$ cat src/rtl/mc_control_fsm_if.sv
// Control bundle between the multicycle datapath and its control FSM.
// The master modport is the controller side; slave is the datapath side.
interface mc_control_fsm_if;
    logic [6:0] op;
    logic [2:0] funct3;
    logic       zero;
    logic       memReady;

    logic       pcWrite;
    logic       adrSrc;
    logic       memWrite;
    logic       irWrite;
    logic       regWrite;
    logic       illegal;
    logic [1:0] resultSrc;
    logic [1:0] aluSrcA;
    logic [1:0] aluSrcB;
    logic [1:0] aluOp;
    logic [3:0] state;

    modport master (
        input  op, funct3, zero, memReady,
        output pcWrite, adrSrc, memWrite, irWrite, regWrite, illegal,
        output resultSrc, aluSrcA, aluSrcB, aluOp, state
    );

    modport slave (
        output op, funct3, zero, memReady,
        input  pcWrite, adrSrc, memWrite, irWrite, regWrite, illegal,
        input  resultSrc, aluSrcA, aluSrcB, aluOp, state
    );
endinterface

$ cat src/rtl/mc_control_fsm.sv
// Moore control FSM for a multicycle RISC-V core (load/store/R/I/branch/JAL).
// Define MC_MEM_WAIT_EN to hold FETCH, MEMREAD and MEMWRITE until memReady=1.
module mc_control_fsm (
    input  logic              clk,
    input  logic              rst,
    mc_control_fsm_if.master  bus
);

`ifdef MC_MEM_WAIT_EN
    localparam bit MemWaitEn = 1'b1;
`else
    localparam bit MemWaitEn = 1'b0;
`endif

    localparam logic [6:0] OpLoad   = 7'b0000011;
    localparam logic [6:0] OpStore  = 7'b0100011;
    localparam logic [6:0] OpR      = 7'b0110011;
    localparam logic [6:0] OpI      = 7'b0010011;
    localparam logic [6:0] OpBranch = 7'b1100011;
    localparam logic [6:0] OpJal    = 7'b1101111;

    typedef enum logic [3:0] {
        S_FETCH    = 4'd0,
        S_DECODE   = 4'd1,
        S_MEMADR   = 4'd2,
        S_MEMREAD  = 4'd3,
        S_MEMWB    = 4'd4,
        S_MEMWRITE = 4'd5,
        S_EXECR    = 4'd6,
        S_EXECI    = 4'd7,
        S_ALUWB    = 4'd8,
        S_BRANCH   = 4'd9,
        S_JAL      = 4'd10
    } state_e;

    state_e state_q, state_d;
    logic   mem_ready;
    logic   taken;

    assign mem_ready = MemWaitEn ? bus.memReady : 1'b1;

    always_comb begin
        unique case (bus.funct3)
            3'b000:  taken = bus.zero;
            3'b001:  taken = ~bus.zero;
            default: taken = 1'b0;
        endcase
    end

    // NOTE: every always_comb output gets a default first so no path can infer a latch.
    always_comb begin
        state_d = S_FETCH;
        case (state_q)
            S_FETCH:    state_d = mem_ready ? S_DECODE : S_FETCH;
            S_DECODE: begin
                case (bus.op)
                    OpLoad, OpStore: state_d = S_MEMADR;
                    OpR:             state_d = S_EXECR;
                    OpI:             state_d = S_EXECI;
                    OpBranch:        state_d = S_BRANCH;
                    OpJal:           state_d = S_JAL;
                    default:         state_d = S_FETCH;
                endcase
            end
            S_MEMADR:   state_d = (bus.op == OpLoad) ? S_MEMREAD : S_MEMWRITE;
            S_MEMREAD:  state_d = mem_ready ? S_MEMWB : S_MEMREAD;
            S_MEMWRITE: state_d = mem_ready ? S_FETCH : S_MEMWRITE;
            S_EXECR, S_EXECI, S_JAL: state_d = S_ALUWB;
            default:    state_d = S_FETCH;
        endcase
    end

    // NOTE: sequential state uses non-blocking assignments only.
    always_ff @(posedge clk or posedge rst) begin
        if (rst) state_q <= S_FETCH;
        else     state_q <= state_d;
    end

    // Outputs decode the current state combinationally: branch pcWrite needs the
    // zero flag of this cycle, and wait-state FETCH strobes need this cycle's memReady.
    always_comb begin
        bus.pcWrite   = 1'b0;
        bus.adrSrc    = 1'b0;
        bus.memWrite  = 1'b0;
        bus.irWrite   = 1'b0;
        bus.regWrite  = 1'b0;
        bus.illegal   = 1'b0;
        bus.resultSrc = 2'b00;
        bus.aluSrcA   = 2'b00;
        bus.aluSrcB   = 2'b00;
        bus.aluOp     = 2'b00;
        if (!rst) begin
            case (state_q)
                S_FETCH: begin
                    bus.irWrite   = mem_ready;
                    bus.pcWrite   = mem_ready;
                    bus.aluSrcB   = 2'b10;
                    bus.resultSrc = 2'b10;
                end
                S_DECODE: begin
                    bus.aluSrcA = 2'b01;
                    bus.aluSrcB = 2'b01;
                    bus.illegal = !(bus.op inside {OpLoad, OpStore, OpR, OpI, OpBranch, OpJal});
                end
                S_MEMADR: begin
                    bus.aluSrcA = 2'b10;
                    bus.aluSrcB = 2'b01;
                end
                S_MEMREAD:  bus.adrSrc = 1'b1;
                S_MEMWB: begin
                    bus.resultSrc = 2'b01;
                    bus.regWrite  = 1'b1;
                end
                S_MEMWRITE: begin
                    bus.adrSrc   = 1'b1;
                    bus.memWrite = 1'b1;
                end
                S_EXECR: begin
                    bus.aluSrcA = 2'b10;
                    bus.aluOp   = 2'b10;
                end
                S_EXECI: begin
                    bus.aluSrcA = 2'b10;
                    bus.aluSrcB = 2'b01;
                    bus.aluOp   = 2'b10;
                end
                S_ALUWB:    bus.regWrite = 1'b1;
                S_BRANCH: begin
                    bus.aluSrcA = 2'b10;
                    bus.aluOp   = 2'b01;
                    bus.pcWrite = taken;
                end
                S_JAL: begin
                    bus.aluSrcA = 2'b01;
                    bus.aluSrcB = 2'b10;
                    bus.pcWrite = 1'b1;
                end
                default: ;
            endcase
        end
    end

    assign bus.state = state_q;

endmodule

$ cat src/flat_wrapper.sv
// flat-port wrapper written by rule: the top's interface ports become plain ports
module mc_control_fsm_flat 
  (clk, rst, bus_op, bus_funct3, bus_zero, bus_memReady, bus_pcWrite, bus_adrSrc, bus_memWrite, bus_irWrite, bus_regWrite, bus_illegal, bus_resultSrc, bus_aluSrcA, bus_aluSrcB, bus_aluOp, bus_state);
  mc_control_fsm_if bus_i ();
  input  logic clk;
  input  logic rst;
  input wire logic [$bits(bus_i.op)-1:0] bus_op;
  input wire logic [$bits(bus_i.funct3)-1:0] bus_funct3;
  input wire logic [$bits(bus_i.zero)-1:0] bus_zero;
  input wire logic [$bits(bus_i.memReady)-1:0] bus_memReady;
  output wire logic [$bits(bus_i.pcWrite)-1:0] bus_pcWrite;
  output wire logic [$bits(bus_i.adrSrc)-1:0] bus_adrSrc;
  output wire logic [$bits(bus_i.memWrite)-1:0] bus_memWrite;
  output wire logic [$bits(bus_i.irWrite)-1:0] bus_irWrite;
  output wire logic [$bits(bus_i.regWrite)-1:0] bus_regWrite;
  output wire logic [$bits(bus_i.illegal)-1:0] bus_illegal;
  output wire logic [$bits(bus_i.resultSrc)-1:0] bus_resultSrc;
  output wire logic [$bits(bus_i.aluSrcA)-1:0] bus_aluSrcA;
  output wire logic [$bits(bus_i.aluSrcB)-1:0] bus_aluSrcB;
  output wire logic [$bits(bus_i.aluOp)-1:0] bus_aluOp;
  output wire logic [$bits(bus_i.state)-1:0] bus_state;
  assign bus_i.op = bus_op;
  assign bus_i.funct3 = bus_funct3;
  assign bus_i.zero = bus_zero;
  assign bus_i.memReady = bus_memReady;
  assign bus_pcWrite = bus_i.pcWrite;
  assign bus_adrSrc = bus_i.adrSrc;
  assign bus_memWrite = bus_i.memWrite;
  assign bus_irWrite = bus_i.irWrite;
  assign bus_regWrite = bus_i.regWrite;
  assign bus_illegal = bus_i.illegal;
  assign bus_resultSrc = bus_i.resultSrc;
  assign bus_aluSrcA = bus_i.aluSrcA;
  assign bus_aluSrcB = bus_i.aluSrcB;
  assign bus_aluOp = bus_i.aluOp;
  assign bus_state = bus_i.state;
  mc_control_fsm u_core (.clk(clk), .rst(rst), .bus(bus_i));
endmodule
$ cat config.mk
export PLATFORM = sky130hd
export DESIGN_NAME = mc_control_fsm_flat
export DESIGN_NICKNAME = d
export VERILOG_FILES = /design/src/rtl/mc_control_fsm_if.sv /design/src/rtl/mc_control_fsm.sv /design/src/flat_wrapper.sv
export SDC_FILE = /design/constraint.sdc
export NUM_CORES = 1
export LEC_CHECK = 0
export ABC_AREA = 1
export CAP_MARGIN = 20
export CORE_MARGIN = 10
export CORE_UTILIZATION = 35
export CTS_CLUSTER_SIZE = 40
export DETAILED_ROUTE_END_ITERATION = 8
export GPL_ROUTABILITY_DRIVEN = 0
export PLACE_DENSITY = 0.83
export SLEW_MARGIN = 20
export SYNTH_ARGS = -nofsm -noshare
export SYNTH_HDL_FRONTEND = slang
export SYNTH_SLANG_ARGS = --single-unit
$ cat constraint.sdc
create_clock -name clk -period 1.4 [get_ports clk]
set_input_delay 0.28 -clock clk [delete_from_list [all_inputs] [get_ports clk]]
set_output_delay 0.28 -clock clk [all_outputs]
set_load 0.01 [all_outputs]
==> summary.txt <==
yosys + openroad results -> combinational power=0.776 mW, failing checks=negative setup slack, Worst Setup SP=u_core.bus.state[3], ys flops=4, fp_density=0.378, dpl cells=155, status=finished, violations left, WP buf/inv=4, setup violators final=15, Area after DPL=973 µm², minimum clock period=1750 ps, most used logic cell in the final layout=buf_4, post-synthesis cell count=90, Logic Gate Count=71, FA/HA/MAJ Cells, Area Fraction=0, largest cell class by area=buffers, max FFs per register=4, Pleak=0.638 nW, Die X=58.0 µm, nonclk buf count=67, Setup WS post-layout=-347 ps, ys flop type=dfrtp_1, Setup WS pre-CTS=-624 ps, fin cells=174, Routed wire per std cell=15.1 µm, multi-input combinational area share=0.355, Power Dens Cells=955 nW/µm²
**Clock wires, drivers and flops**

(4 px per µm)
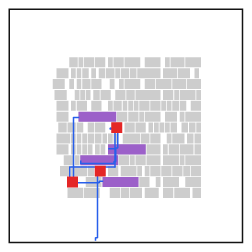
- blue: clock wires (length 88.8 µm)
- purple: flip-flops (count 4)
- red: clock-net drivers (count 3)
- routed clock nets: 4

**Placed standard cells**

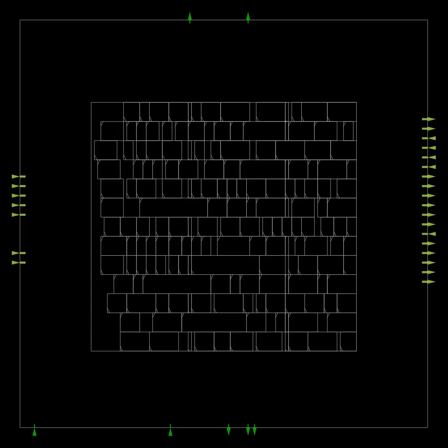
core area: 1330 µm²
placement row count: 13

**Met2 routing**

(8 px per µm)
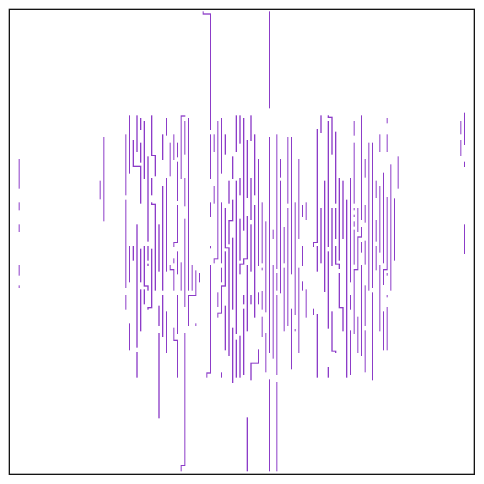
- nets with wire on the layer: 155
- main direction: vertical
- longest straight run: 26.9 µm

**Placement by cell class**

(4 px per µm)
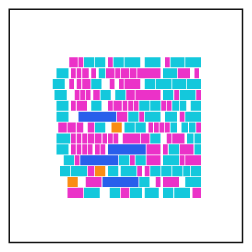
- cyan: remaining buffers and delay cells (cells 67; share of their area 48%)
- blue: sequential cells (cells 4; share of their area 9.1%)
- magenta: remaining logic cells (cells 85; share of their area 41%)
- orange: clock-net drivers (cells 3; share of their area 2.0%)
final instance area: 1160 µm²
proportion of cell area occupied by registers: 0.0893
post-layout util: 0.871

**Wires at chosen ports, followed through buffers**

(8 px per µm)
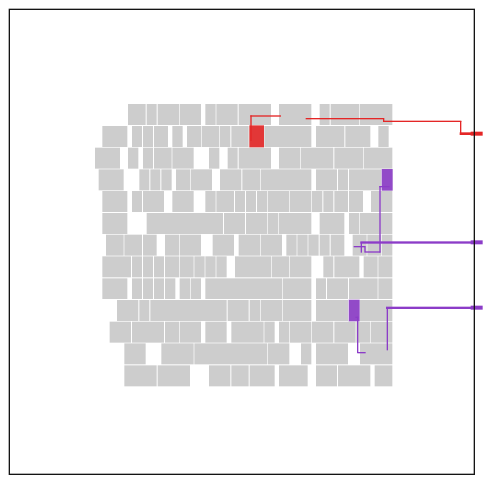
- purple: bus_aluSrcB (bits 2; direction output; edge right; end cells 2; buffers 2; wire 49.2 µm)
- red: bus_regWrite (bits 1; direction output; edge right; end cells 1; buffers 1; wire 29.1 µm)
IO buf count: 30
I/O pins: 32

Power and IR drop assume default switching activity.
